**Run 1: I/O nets highlighted**

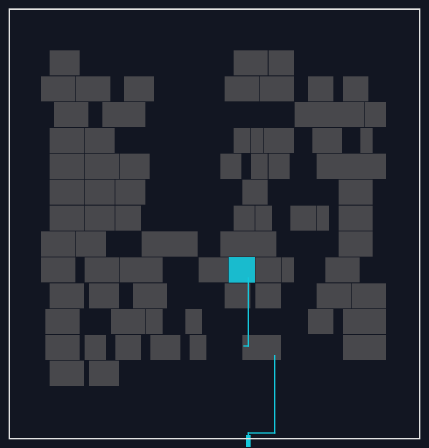
**Run 1: signal wires on met2**

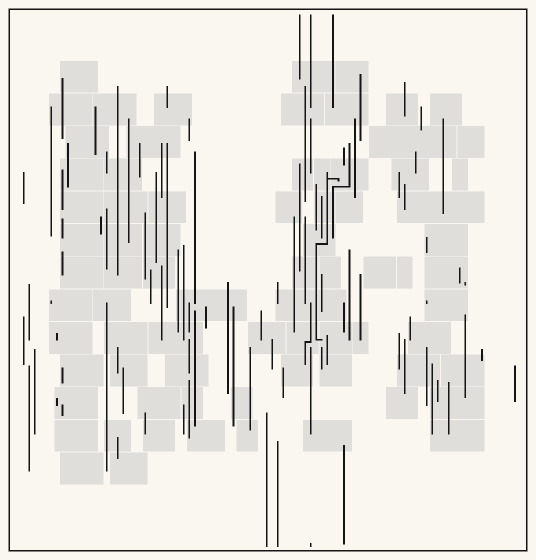
**Run 1: placement by cell class**

Fill, decap, tap and diode cells in grey.
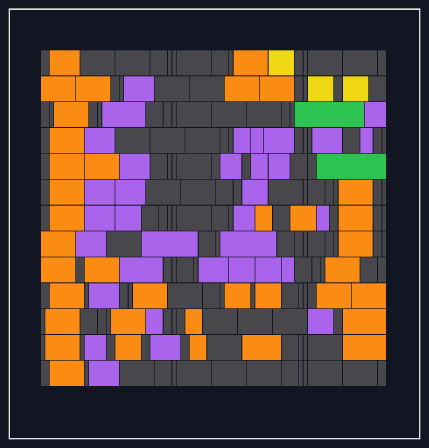
Design hazard_stall_unit, sky130hd; sources not shown.
==> impl_metrics.ini, run 1 <==
; generated from flow reports
[run_status]
outcome = completed

[job]
cap_violations = 0
openroad.warnings = 26

[timing]
relSlewSlack_pct = 82.6
whs_ns = 0.349
slew_violations = 0
finalSetupViolations = 0
setup_tns_ns = 0
tightest_slew_ns = 0.259
timing.fmax_mhz = 385
hold_violations = 0

[placement]
dp_slack_ns = -0.377
post_dp_cell_area_um2 = 676
dp_hpwl_um = 857

[critical_path]
slowest_delay_ns = 0.46
cp-end-kind = output port
r2r_cells = 2
path_cells = clkdlybuf4s50_1 > xor2_1 > nor4_2 > a32oi_2 > o31ai_1 > clkdlybuf4s15_2
crit_fanout = 3
arrival_ns = 2.09
start_kind = input pin
worst-path-buf-inv = 2
critPathKind = input pin to output port
cp_slowest_cell = clkdlybuf4s50_1

[global_route]
gr-usage-all-layers_pct = 10.5
grt-ovfl-total = 0
grt_start_max_net_pins = 5
antenna_found_initial = 0
grt_pass1_wl_mm = 1.54

[clock_network]
post_cts_buffers = 0
clockRootBuffer = clkbuf_4
clockBufferDepth = 2
htreeDepth = 1
clk_pin_slew_ns = 0.03
cts_tree = yes
postCtsHoldBufs = 0

[power]
seq_power_mw = 0.0322
p_int_mw = 0.142
comb_power_mw = 0.105
powerDensity_mw_per_mm2 = 285
pwr-share-comb_pct = 52.5
switching_share_pct = 29.1
power_frac_clock_pct = 31.4
powerClk_mw = 0.0630
leakagePower_nw = 0.307
total_power_mw = 0.200
power_leader = combinational cells

[finish]
area_growth_pct = 120
lay_top_count = clkdlybuf4s50_1
drive_gt1_share_pct = 19.7
fin_nets = 104
num-fill-cells = 132
diodes = 0
largest_reg_flops = 2
lay_top_cells = clkdlybuf4s50_1, xor2_1, inv_1, buf_4, clkbuf_4

[synth]
ys_sh_xor_pct = 27.5
top_cells_by_count = xor2_1, inv_1, buf_4
synth_top_area_share_pct = 22.0
synth-async-reset-ratio_pct = 0
netlist_logic_family_top = AND-OR/OR-AND gates
edf_count = 0
yosysTopAreaCell = xor2_1
most_common_cell = xor2_1
ys.flop_type = dfxtp_1
syn_inst = 39
aoi_share_pct = 28.2
ys_types = 23
synth.cell_area_um2 = 319
yosysWarnings = 0
ys_area_um2 = 319
synth_flops = 2

[worst_hold_path]
hold_class = flop to flop
holdPathStages = 1

[routing]
drtAntennaViolNets = 0
drt-pass1-iter-count = 3
wl_per_cell_um = 10.8
vias = 426

[floorplanning]
die_w_um = 43
dieArea_mm2 = 0.00194
Back to the opening pictures, 'I/O nets highlighted':
Cyan marks `stall`, bits 1, direction output, edge bottom, end cells 1, buffers 1, wire 18.7 um.
Port Buffers: 33
top-level I/O count: 34

Back to the opening pictures, 'signal wires on met2':
The longest straight run is 15.6 um. The layer carries 474 um of wire.
GRT met2 Usage: 20.4%
wirelength, routed: 981 um

Back to the opening pictures, 'placement by cell class':
Purple marks remaining logic cells, cells 34. Green marks registers, cells 2. Yellow marks clock-net drivers, cells 3. Orange marks remaining buffers and delay cells, cells 37.
FP Rows: 13
final core utilization: 54.6%
Seq area share: 5.70%
core area: 0.00128 mm2
Final Cell Area: 702 um2

[run 1: metal layers]
| metal | share of wire, % | GRT usage [%] | up-vias | wire length (um) |
|---|---|---|---|---|
| li1 | - | - | 216 | - |
| met1 | 38 | 10.0 | 180 | 375 |
| met2 | 48 | 20.4 | 28 | 474 |
| met3 | 13 | 3.98 | 2 | 125 |
| met4 | 0.71 | 3.61 | 0 | 7 |
| met5 | 0 | 0 | - | 0 |
[run 1: worst register-to-register path, cell delays in order, from the launching register on]
cell and delay, ns:
dfxtp_1 0.29, nand2b_1 0.19, a221oi_1 0.25
[run 1: cell type report]
cell class	instances	area, um2	area share (%)
multi-input cells	30	255	36.4
repair buffers	37	350	49.9
inverters	4	15.0	2.14
clock buffers	3	22.5	3.21
well taps	15	18.8	2.67
flip-flops and latches	2	40.0	5.70
**Run 1: cell outlines without signal wires**

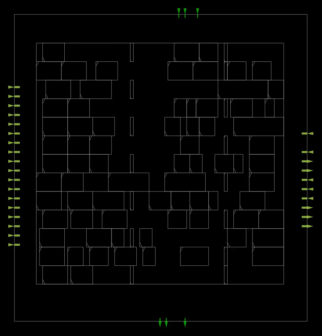

==> run 1 -> run 2 <==
--- a/config.mk
+++ b/config.mk
@@ -14,3 +14,4 @@
 export SYNTH_ARGS = -nofsm -noshare
 export SYNTH_HDL_FRONTEND = slang
 export SYNTH_SLANG_ARGS = --single-unit
+export TNS_END_PERCENT = 10
**Run 2: cell outlines without signal wires**

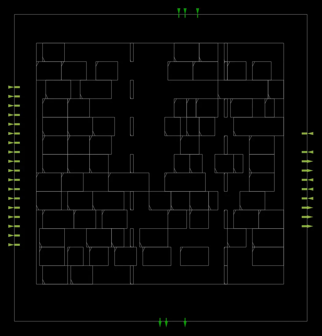
fin cells: 91
FILL cells: 132

==> run 2 against run 1 <==
Effect of this change:
- via count decreased by 0.47%
- clock power hardly changed
- register-to-register slack about the same
- combinational power about the same
- non-clock buffer count did not move
- wire length increased by 0.31%
- sequential power about the same
- die size unchanged
- sequential cell count stayed put
- largest power group unchanged
- maximum frequency barely moved
- synthesized area did not move
==> impl_metrics.ini, run 2 <==
; generated from flow reports
[run_status]
outcome = completed

[finish]
seq_area_share_pct = 5.58
final-seq-area_um2 = 40.0
diodes = 0
fin_nets = 104
area.combinational_um2 = 255
inverters = 4
lay_top_count = clkdlybuf4s50_1
seq_cells = 2
comb_area_share_pct = 35.6
layout.nonclk_buf_share_pct = 51.0
area_growth_pct = 125
fin_util_pct = 55.8
drive_gt1_share_pct = 19.7

[critical_path]
slowest_delay_ns = 0.46
cp_slowest_cell = clkdlybuf4s50_1
path_cells = clkdlybuf4s50_1 > xor2_1 > nor4_2 > a32oi_2 > o31a_1 > clkdlybuf4s15_2
cp-end-kind = output port

[job]
cap_violations = 0
openroad.warnings = 26

[global_route]
grt_start_max_net_pins = 5
grt-busiest-layer = met2
gr-usage-all-layers_pct = 10.5
grt_util_met2_pct = 20.4
use_met3_pct = 3.98

[synth]
top_cells_by_count = xor2_1, inv_1, buf_4
syn_inst = 39
most_common_cell = xor2_1
synth_flops = 2
synth-async-reset-ratio_pct = 0

[placement]
post_dp_cell_area_um2 = 676

[power]
total_power_mw = 0.202
leakagePower_nw = 0.315

[timing]
finalSetupViolations = 0
relSlewSlack_pct = 82.5

[routing]
drtAntennaViolNets = 0
wirelength_um = 984
dr.max_layer_used = met4
wl_met1_um = 380
wl_met3_um = 125

[clock_network]
clockRootBuffer = clkbuf_4
postCtsHoldBufs = 0

[floorplanning]
die_w_um = 43
dieArea_mm2 = 0.00194
pin_count = 34

[worst_hold_path]
holdPathStages = 1
**Run 2: I/O nets highlighted**

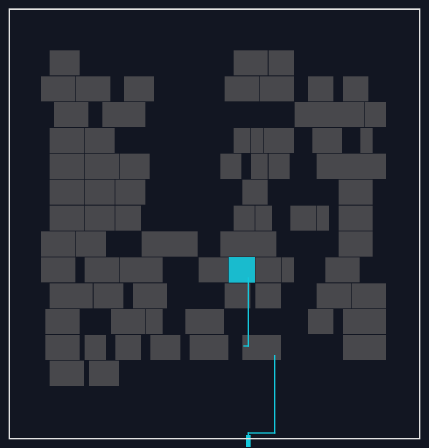
Cyan marks `stall`, bits 1, direction output, edge bottom, end cells 1, buffers 1, wire 18.7 um.

-- run 2: cell families after synthesis --
kind of cell | count (synthesis) | synth area share (%)
compound gates | 11 | 28.2
xor+xnor | 10 | 27.5
simple gates | 9 | 20.0
buf+inv | 7 | 11.8
flops | 2 | 12.5
-- run 2: where the power goes --
part / internal [mW] / leakage (nW) / switching [mW]
combinational: 0.0629 / 0.285 / 0.0436
clock: 0.0488 / 0.0138 / 0.0141
sequential: 0.0315 / 0.0165 / 0.000685
total: 0.143 / 0.315 / 0.0584
-- run 2: worst max-delay path: cells and delay by family --
family	cells	cell delay [ns]
buffers and inverters	2	0.72
AOI/OAI and AO/OA	2	0.51
and+or+nand+nor	1	0.26
xor gates and xnor gates	1	0.19
No activity file was given, so power comes from the tool's default toggle rates.
